$ cat src/rtl/cpu_gen2_pkg.sv
// ============================================================================
// Module   : cpu_gen2_pkg
// Brief    : Shared opcodes, FSM step encoding and register-index width helper.
// Revision : 1.0
// ============================================================================
`default_nettype none

package cpu_gen2_pkg;

   localparam logic [2:0] c_op_mv   = 3'b000;
   localparam logic [2:0] c_op_mvi  = 3'b001;
   localparam logic [2:0] c_op_add  = 3'b010;
   localparam logic [2:0] c_op_sub  = 3'b011;
   localparam logic [2:0] c_op_and  = 3'b100;
   localparam logic [2:0] c_op_or   = 3'b101;
   localparam logic [2:0] c_op_mvnz = 3'b110;
   localparam logic [2:0] c_op_nop  = 3'b111;

   typedef enum logic [1:0] {
      T0 = 2'd0,
      T1 = 2'd1,
      T2 = 2'd2,
      T3 = 2'd3
   } state_t;

   // Bits needed to index n registers (n a power of two, up to 16).
   function automatic int calc_rw(input int n);
      int r;
      r = 0;
      for (int i = 0; i < 5; i++) begin
         if ((1 << i) < n) r = i + 1;
      end
      return r;
   endfunction

endpackage

`default_nettype wire

$ cat src/rtl/cpu_gen2_alu.sv
// ============================================================================
// Module   : cpu_gen2_alu
// Brief    : A/G accumulator pair with zero flag; AND/OR only with
//            CPU_GEN2_LOGIC_EN defined.
// Revision : 1.0
// ============================================================================
`default_nettype none

module cpu_gen2_alu
   import cpu_gen2_pkg::*;
#(
   parameter int DATA_W = 16
) (
   input  logic              clk,
   input  logic              reset,
   input  logic              a_load,
   input  logic              g_load,
   input  logic [2:0]        op,
   input  logic [DATA_W-1:0] bus_in,
   output logic [DATA_W-1:0] g_out,
   output logic              zero
);

   logic [DATA_W-1:0] r_a;
   logic [DATA_W-1:0] r_g;
   logic              r_zero;
   logic [DATA_W-1:0] w_result;

   always_comb begin
      w_result = r_a + bus_in;
      case (op)
         c_op_sub: w_result = r_a - bus_in;
`ifdef CPU_GEN2_LOGIC_EN
         c_op_and: w_result = r_a & bus_in;
         c_op_or:  w_result = r_a | bus_in;
`endif
         default:  ;
      endcase
   end

   always_ff @(posedge clk or posedge reset) begin
      if (reset) begin
         r_a    <= '0;
         r_g    <= '0;
         r_zero <= 1'b0;
      end else begin
         if (a_load) r_a <= bus_in;
         if (g_load) begin
            r_g    <= w_result;
            r_zero <= (w_result == '0);
         end
      end
   end

   assign g_out = r_g;
   assign zero  = r_zero;

endmodule

`default_nettype wire

$ cat src/rtl/cpu_gen2.sv
// ============================================================================
// Module   : cpu_gen2
// Brief    : Multi-cycle bus CPU (T0 fetch, T1..T3 execute). Define
//            CPU_GEN2_LOGIC_EN to enable AND/OR; otherwise they act as NOP.
// Revision : 1.0
// ============================================================================
`default_nettype none

module cpu_gen2
   import cpu_gen2_pkg::*;
#(
   parameter int DATA_W   = 16,
   parameter int NUM_REGS = 8
) (
   input  logic              clk,
   input  logic              reset,
   input  logic              run,
   input  logic [DATA_W-1:0] din,
   output logic              done,
   output logic              busy,
   output logic              zero,
   output logic [DATA_W-1:0] bus_dbg
);

   localparam int RW   = calc_rw(NUM_REGS);
   localparam int IR_W = 3 + 2 * RW;

   state_t            r_state;
   state_t            w_state_nxt;
   logic [IR_W-1:0]   r_ir;
   logic [2:0]        w_op;
   logic [RW-1:0]     w_rx;
   logic [RW-1:0]     w_ry;
   logic [DATA_W-1:0] r_regs [NUM_REGS];
   logic [NUM_REGS-1:0] w_wr_en;
   logic [DATA_W-1:0] w_bus;
   logic [DATA_W-1:0] w_g;

   logic              w_is_alu;
   logic              w_ir_load;
   logic              w_din_out;
   logic              w_g_out;
   logic              w_rsel_en;
   logic [RW-1:0]     w_rsel;
   logic              w_reg_wr;
   logic              w_a_load;
   logic              w_g_load;
   logic              w_done;

   assign w_op = r_ir[IR_W-1 -: 3];
   assign w_rx = r_ir[2*RW-1 -: RW];
   assign w_ry = r_ir[RW-1:0];

   always_comb begin
      w_is_alu = 1'b0;
      case (w_op)
         c_op_add, c_op_sub: w_is_alu = 1'b1;
`ifdef CPU_GEN2_LOGIC_EN
         c_op_and, c_op_or:  w_is_alu = 1'b1;
`endif
         default:            w_is_alu = 1'b0;
      endcase
   end

   always_ff @(posedge clk or posedge reset) begin
      if (reset) begin
         r_state <= T0;
         r_ir    <= '0;
      end else begin
         r_state <= w_state_nxt;
         if (w_ir_load) r_ir <= din[IR_W-1:0];
      end
   end

   always_comb begin
      w_state_nxt = r_state;
      w_ir_load   = 1'b0;
      w_din_out   = 1'b0;
      w_g_out     = 1'b0;
      w_rsel_en   = 1'b0;
      w_rsel      = w_ry;
      w_reg_wr    = 1'b0;
      w_a_load    = 1'b0;
      w_g_load    = 1'b0;
      w_done      = 1'b0;
      case (r_state)
         T0: begin
            w_din_out = 1'b1;
            if (run) begin
               w_ir_load   = 1'b1;
               w_state_nxt = T1;
            end
         end
         T1: begin
            if (w_is_alu) begin
               w_rsel_en   = 1'b1;
               w_rsel      = w_rx;
               w_a_load    = 1'b1;
               w_state_nxt = T2;
            end else begin
               w_done      = 1'b1;
               w_state_nxt = T0;
               case (w_op)
                  c_op_mv: begin
                     w_rsel_en = 1'b1;
                     w_reg_wr  = 1'b1;
                  end
                  c_op_mvi: begin
                     w_din_out = 1'b1;
                     w_reg_wr  = 1'b1;
                  end
                  c_op_mvnz: begin
                     w_rsel_en = 1'b1;
                     w_reg_wr  = ~zero;
                  end
                  default: ;
               endcase
            end
         end
         T2: begin
            w_rsel_en   = 1'b1;
            w_g_load    = 1'b1;
            w_state_nxt = T3;
         end
         T3: begin
            w_g_out     = 1'b1;
            w_reg_wr    = 1'b1;
            w_done      = 1'b1;
            w_state_nxt = T0;
         end
         default: w_state_nxt = T0;
      endcase
   end

   // Priority: din, then G, then the selected register; idle bus shows R0.
   always_comb begin
      if (w_din_out)      w_bus = din;
      else if (w_g_out)   w_bus = w_g;
      else if (w_rsel_en) w_bus = r_regs[w_rsel];
      else                w_bus = r_regs[0];
   end

   always_comb begin
      w_wr_en = '0;
      if (w_reg_wr) w_wr_en[w_rx] = 1'b1;
   end

   generate
      for (genvar i = 0; i < NUM_REGS; i++) begin : g_regs
         always_ff @(posedge clk or posedge reset) begin
            if (reset)           r_regs[i] <= '0;
            else if (w_wr_en[i]) r_regs[i] <= w_bus;
         end
      end
   endgenerate

   cpu_gen2_alu #(
      .DATA_W (DATA_W)
   ) u_alu (
      .clk    (clk),
      .reset  (reset),
      .a_load (w_a_load),
      .g_load (w_g_load),
      .op     (w_op),
      .bus_in (w_bus),
      .g_out  (w_g),
      .zero   (zero)
   );

   assign done    = w_done;
   assign busy    = (r_state != T0);
   assign bus_dbg = w_bus;

endmodule

`default_nettype wire

$ cat config.mk
export PLATFORM = sky130hd
export DESIGN_NAME = cpu_gen2
export DESIGN_NICKNAME = d
export VERILOG_FILES = /design/src/rtl/cpu_gen2_pkg.sv /design/src/rtl/cpu_gen2_alu.sv /design/src/rtl/cpu_gen2.sv
export SDC_FILE = /design/constraint.sdc
export NUM_CORES = 1
export LEC_CHECK = 0
export ABC_AREA = 1
export CAP_MARGIN = 10
export CORE_MARGIN = 2
export CORE_UTILIZATION = 55
export CTS_BUF_LIST = sky130_fd_sc_hd__clkbuf_4 sky130_fd_sc_hd__clkbuf_8 sky130_fd_sc_hd__clkbuf_16
export CTS_CLUSTER_SIZE = 30
export DETAILED_ROUTE_END_ITERATION = 8
export GPL_TIMING_DRIVEN = 0
export PLACE_DENSITY_LB_ADDON = 0.12
export REMOVE_ABC_BUFFERS = 1
export SLEW_MARGIN = 20
export SYNTH_ARGS = -nofsm -noshare
export SYNTH_HDL_FRONTEND = slang
export SYNTH_HIERARCHICAL = 1
export SYNTH_SLANG_ARGS = --single-unit
$ cat constraint.sdc
create_clock -name clk -period 4.7 [get_ports clk]
set_input_delay 0.47 -clock clk [delete_from_list [all_inputs] [get_ports clk]]
set_output_delay 0.47 -clock clk [all_outputs]
set_load 0.005 [all_outputs]
==> deck_impl_summary.md, run 1 <==
Flow Results at a Glance

GRT
  – Initial antenna violation count: 0

Cells and area
  – Synthesis-to-layout area growth: 17.1%
  – Logic cell area: around 5400 um2
  – Antenna cell count: 0
  – Utilization of the core after routing: between 60% and 70%

Placed design
  – Tally of buffers added on design ports: 37

Synth
  – Ranking of synthesized cells by area: sky130_fd_sc_hd__dfrtp_1, sky130_fd_sc_hd__nand2_1, sky130_fd_sc_hd__nand3_1
  – EDFF count, synth: 0
  – Ys cells: between 1000 and 1500
  – Cell type with the highest aggregate area in the netlist: sky130_fd_sc_hd__dfrtp_1

Detailed routing
  – Met3 layer wire length in the routed design: 2560 um
  – Detailed-routing iteration count for the pre-antenna-repair pass: 7

Timing
  – Time the final worst path needs with I/O delays and setup: 4.49 ns
  – Fin Hold WS: about 0.47 ns
  – Fin crit share: roughly 96%
  – Final hold violation count: 0

Floorplanning
  – Number of top-level pins: 38
  – Chip area: roughly 20000 um2

Clocking
  – H-tree levels: 4
  – Clock insertion delay at the later pin of the skew report: 0.44 ns

Worst setup path
  – Critical Path End Type: register
  – Crit path from: r_state[0]

Status
  – Run status: finished, final reports clean

Min path
  – Hold Path Depth: 2
## run 1: cell families after synthesis
logic type / share of synthesized area (%)
AOI/OAI and AO/OA: 4.36
DFF: 41.8
adders and majority gates: 2.63
buffers and inverters: 9.16
muxes: 0.437
and+or+nand+nor: 40.2
xor gates and xnor gates: 1.36
## run 1: per-stage QoR
stage               cells  worst slack, ns
floorplan            1427            -1.46
global placement     1698            -4.42
detailed placement   1707            -1.13
CTS                  1762           0.0142
global route         1782          -0.0394
finish               1782            0.210
## run 1: registers in the layout (all words and copies together) (netlist names), named ones only
name,flops
r_regs,128
u_alu/g_out,16
u_alu/r_a,16
r_ir,9
r_state,1
u_alu/zero,1
## run 1: area by class of cell
cell class	count	share of cell area (%)
Multi-Input combinational cell	1092	44.5
Sequential cell	172	35.7
Timing Repair Buffer	83	7.28
Inverter	169	5.41
Clock buffer	19	3.70
Tap cell	234	2.43
Clock inverter	13	0.965
## run 1: worst max path at each step
stage	end
CTS	u_alu/zero
detailed placement	u_alu/zero
global route	u_alu/zero
finish	u_alu/zero
floorplan	u_alu/zero
global placement	u_alu/zero
## run 1: worst min-delay path, cell delays in order, from the launching register on
cell and delay [ns]:
sky130_fd_sc_hd__dfrtp_1 0.34, sky130_fd_sc_hd__nand2_1 0.05, sky130_fd_sc_hd__nand2_1 0.06
## run 1: timing repair
action	in CTS	in global routing
setup endpoints to repair	32	9
buffers inserted	19	19
resized	20	46
pin swaps	13	20
gates cloned	4	2
**Run 1: I/O nets highlighted**

Drawn at 2 px/um.
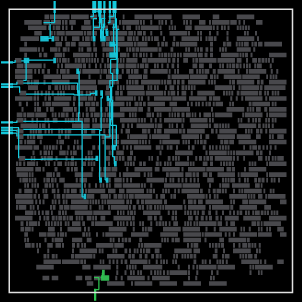
Key: cyan = `din` [bits 16, direction input, edge 9 top, 7 left, end cells 25, buffers 16, wire 729 um]; green = `reset` [bits 1, direction input, edge bottom, end cells 2, buffers 1, wire 14.1 um]

**Run 1: placement density heat map**

Drawn at 3 px/um. 14 x 14 tiles, from dark blue (low) to red (high), 0 to 100% covered.
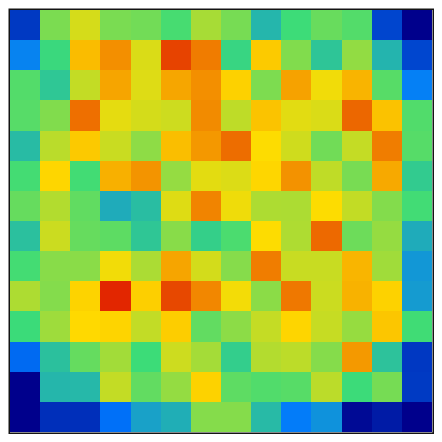
24% of the tiles are over 75% full. The fullest tile reaches 96%. The mean over all tiles is 59%. 2.0% of the tiles are nearly empty.

**Run 1: metal 4**

Drawn at 3 px/um. Supply wires on this layer in grey.
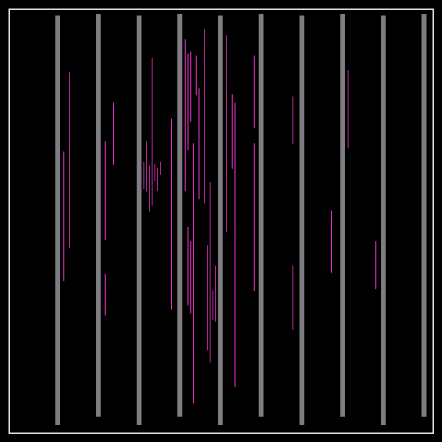
The longest straight run is 94.5 um. 29 nets have wire on it. The layer carries 1160 um of wire. The wires run mostly vertical.

## Run 2: what changed since run 1
--- a/config.mk
+++ b/config.mk
@@ -6,6 +6,7 @@
 export NUM_CORES = 1
 export LEC_CHECK = 0
 export ABC_AREA = 1
+export ABC_CLOCK_PERIOD_IN_PS = 4700
 export CAP_MARGIN = 10
 export CORE_MARGIN = 2
 export CORE_UTILIZATION = 55
**Run 2: clock distribution**

Drawn at 3 px/um.
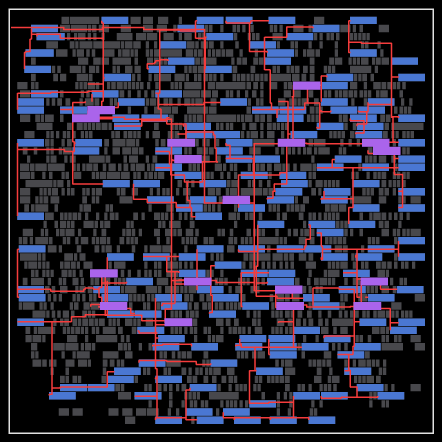
Key: purple = cells driving clock nets [count 17]; red = clock wires [length 2220 um]; blue = flip-flops [count 172]
There are 18 routed clock nets.

==> run 2 against run 1 <==
  * Sequential share of layout area stayed put
  * Worst hold slack did not move
  * Register-to-register slack barely moved
  * Area after synthesis stayed put
  * Design area unchanged
  * Clock skew unchanged
  * Clock-buffer cell count unchanged
  * First-iteration DRC count is the same
  * Setup slack is the same
  * Critical path depth unchanged
  * Critical endpoint unchanged
==> deck_impl_summary.md, run 2 <==
Flow Results at a Glance

Worst setup path
  – Critical Path End Type: register (unchanged)
  – Crit path from: r_state[0] (unchanged)
  – Reg-to-reg critical path endpoint: u_alu/zero (unchanged)

Detailed routing
  – Detailed-routing iteration count for the pre-antenna-repair pass: 7 (unchanged)
  – Post-detailed-routing wire length: 31900 um (unchanged)

Cells and area
  – Utilization of the core after routing: 65.1% (unchanged)
  – Number of non-filler instances in the completed layout: 1782 (unchanged)
  – Antenna cell count: 0 (unchanged)
  – Max reg flops: 128 (unchanged)
  – Biggest register: r_regs (unchanged)
  – Synthesis-to-layout area growth: 17.1% (unchanged)

Synth
  – EDFF count, synth: 0 (unchanged)
  – Cell type with the highest aggregate area in the netlist: sky130_fd_sc_hd__dfrtp_1 (unchanged)
  – Ranking of synthesized cells by area: sky130_fd_sc_hd__dfrtp_1, sky130_fd_sc_hd__nand2_1, sky130_fd_sc_hd__nand3_1 (unchanged)
  – Average instance area after synthesis: 6.92 um2 (unchanged)
  – Ys cells: 1487 (unchanged)

GRT
  – Initial antenna violation count: 0 (unchanged)
  – First-pass GRT wire length: 48900 um (unchanged)
  – Vias in the first global route: 9075 (unchanged)

Floorplanning
  – Chip area: 19800 um2 (unchanged)
  – Number of top-level pins: 38 (unchanged)
  – Share of the core filled by cells before placement: 55.6% (unchanged)

Timing
  – Final setup viols: 0 (unchanged)
  – Fin Hold WS: 0.474 ns (unchanged)
  – Time the final worst path needs with I/O delays and setup: 4.49 ns (unchanged)
  – Fin crit share: 95.5% (unchanged)
  – Final hold violation count: 0 (unchanged)

Clocking
  – Clock insertion delay at the later pin of the skew report: 0.44 ns (about the same)
  – H-tree levels: 4 (unchanged)

Min path
  – Hold Path Depth: 2 (unchanged)

Placed design
  – Placed instance count: 1707 (unchanged)

Status
  – Run status: finished, final reports clean (unchanged)
-- run 2: cell counts in the layout (fill, tap and decap cells not counted) --
Identical to the previous run, type by type.
-- run 2: worst max-delay path: cells and delay by family, from the launching register on --
kind | cells | cell delay (ns)
AOI/OAI and AO/OA | 2 | 0.34
adders and majority gates | 3 | 0.73
xor gates and xnor gates | 1 | 0.19
buffers and inverters | 5 | 0.62
DFF | 1 | 0.42
and+or+nand+nor | 22 | 2.13
-- run 2: layer usage --
layer  vias to the layer above  share of wire, %
met5                         -                 0
met4                         0               3.6
met3                        87               8.0
met2                       432                47
met1                      4701                41
li1                       4694                 -
-- run 2: repair_timing --
action,CTS,global route
cloned,4,2
buffers inserted,19,19
hold endpoints to repair,0,0
pin swaps,13,20
gates resized,20,46
endpoints found under the setup margin,32,9
-- run 2: area by class of cell --
type,count,area [um2],share of cell area [%]
clock inverter,13,116,0.965
sequential,172,4310,35.7
multi-input combinational,1092,5370,44.5
timing repair buffer,83,878,7.28
tap,234,293,2.43
inverter,169,652,5.41
clock buffer,19,447,3.70
-- run 2: cell families after synthesis --
kind of cell               count (synthesis)  synth area share, %
AOI/OAI and AO/OA                         79                 4.36
DFF                                      172                 41.8
buffers and inverters                    229                 9.16
muxes                                      4                0.437
adders and majority gates                 21                 2.63
and+or+nand+nor                          966                 40.2
xor gates and xnor gates                  16                 1.36
## Run 3: what changed since run 2
--- a/config.mk
+++ b/config.mk
@@ -9,7 +9,7 @@
 export ABC_CLOCK_PERIOD_IN_PS = 4700
 export CAP_MARGIN = 10
 export CORE_MARGIN = 2
-export CORE_UTILIZATION = 55
+export CORE_UTILIZATION = 60
 export CTS_BUF_LIST = sky130_fd_sc_hd__clkbuf_4 sky130_fd_sc_hd__clkbuf_8 sky130_fd_sc_hd__clkbuf_16
 export CTS_CLUSTER_SIZE = 30
 export DETAILED_ROUTE_END_ITERATION = 8
**Run 3: track usage over the die**

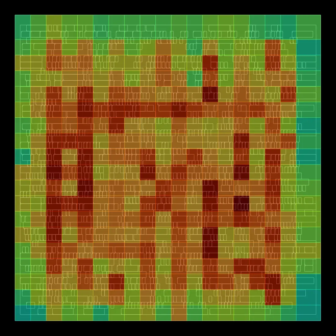
global-route met1 utilization: 49.7%
wire per inst: 17.9 um

==> run 3 against run 2 <==
  * Area after synthesis unchanged
  * Core utilization is 7.0 points higher
  * Global-route usage increased by 3.2 points
  * Worst hold slack lost 0.047 ns
  * Clock-buffer cell count increased by 3
  * Die size down 8.1%
  * Sequential share of layout area about the same
  * Cell count down 0.56%
  * Maximum frequency fell by 0.66%
  * Critical endpoint unchanged
==> deck_impl_summary.md, run 3 <==
Flow Results at a Glance

Worst setup path
  – Critical Path End Type: register (unchanged)
  – CP endpoint: u_alu/zero (unchanged)
  – Critical-path cell with the highest stage delay: sky130_fd_sc_hd__dfrtp_1 (unchanged)
  – Reg-to-reg critical path endpoint: u_alu/zero (unchanged)

Cells and area
  – Antenna cell count: 0 (unchanged)
  – Synthesis-to-layout area growth: 17.0% (was 17.1%)
  – Max reg flops: 128 (unchanged)
  – Flop area: 4310 um2 (unchanged)
  – Biggest register: r_regs (unchanged)

Synth
  – Proportion of register bits with asynchronous set or reset after synthesis: 100% (unchanged)
  – Ranking of synthesized cells by area: sky130_fd_sc_hd__dfrtp_1, sky130_fd_sc_hd__nand2_1, sky130_fd_sc_hd__nand3_1 (unchanged)
  – EDFF count, synth: 0 (unchanged)
  – Cell type with the highest aggregate area in the netlist: sky130_fd_sc_hd__dfrtp_1 (unchanged)
  – Average instance area after synthesis: 6.92 um2 (unchanged)
  – Ys cells: 1487 (unchanged)

Placed design
  – DP HPWL: 19700 um (was 19300 um)
  – Tally of buffers added on design ports: 37 (unchanged)

GRT
  – Vias in the first global route: 9150 (was 9075)
  – First-pass GRT wire length: 48900 um (about the same)

Clocking
  – H-tree levels: 4 (unchanged)
  – Clock insertion delay at the later pin of the skew report: 0.45 ns (was 0.44 ns)

Floorplanning
  – Chip area: 18200 um2 (was 19800 um2)
  – Number of top-level pins: 38 (unchanged)
  – Share of the core filled by cells before placement: 61.6% (was 55.6%)

Timing
  – Time the final worst path needs with I/O delays and setup: 4.52 ns (was 4.49 ns)
  – Final setup viols: 0 (unchanged)
  – Total negative slack for setup checks: 0 ns (unchanged)
  – Fin Hold WS: 0.427 ns (was 0.474 ns)
  – Fin crit share: 96.2% (was 95.5%)
  – Final hold violation count: 0 (unchanged)

Detailed routing
  – Detailed-routing iteration count for the pre-antenna-repair pass: 6 (was 7)
  – Post-detailed-routing wire length: 31600 um (was 31900 um)

Status
  – Run status: finished, final reports clean (unchanged)
-- run 3: routing by layer --
layer | vias to the layer above | global-route usage [%] | share of wire, %
met4 | 0 | 13.2 | 3.1
met3 | 90 | 6.72 | 9.8
met5 | - | 0 | 0
met1 | 4729 | 49.7 | 41
li1 | 4725 | - | -
met2 | 560 | 54.0 | 46
-- run 3: timing repair --
action | CTS | global route
setup buffers | 21 | 20
gates cloned | 5 | 2
endpoints found under the setup margin | 28 | 9
pin swaps | 7 | 15
gates resized | 20 | 42
-- run 3: layout make-up --
cell class,instances,area share (%)
well taps,220,2.29
clock inverters,10,0.883
inverters,169,5.41
flip-flops and latches,172,35.8
repair buffers,87,6.92
multi-input cells,1092,44.7
clock buffers,22,4.05
-- run 3: stage by stage --
| stage | utilization, % | setup slack, ns | instances |
|---|---|---|---|
| global route | 72.1 | -0.0959 | 1772 |
| CTS | 70.0 | 0.0121 | 1751 |
| detailed placement | 64.6 | -1.41 | 1693 |
| global placement | 63.7 | -4.19 | 1684 |
| floorplan | - | -1.46 | 1427 |
| finish | 72.1 | 0.180 | 1772 |
-- run 3: cells by family (layout without fill, tap and decap cells) --
kind of cell               Yosys count  count (layout)  share of synthesized area, %
and+or+nand+nor                    966             972                          40.2
buffers and inverters              229             288                          9.16
DFF                                172             172                          41.8
AOI/OAI and AO/OA                   79              79                          4.36
adders and majority gates           21              21                          2.63
xor gates and xnor gates            16              16                          1.36
muxes                                4               4                         0.437
-- run 3: worst max-delay path, delay by kind of cell (launching register included) --
kind,cells,cell delay (ns)
xor+xnor,1,0.16
buf+inv,6,0.76
fa+ha+maj,3,0.71
simple gates,22,2.21
compound gates,1,0.17
flops,1,0.40
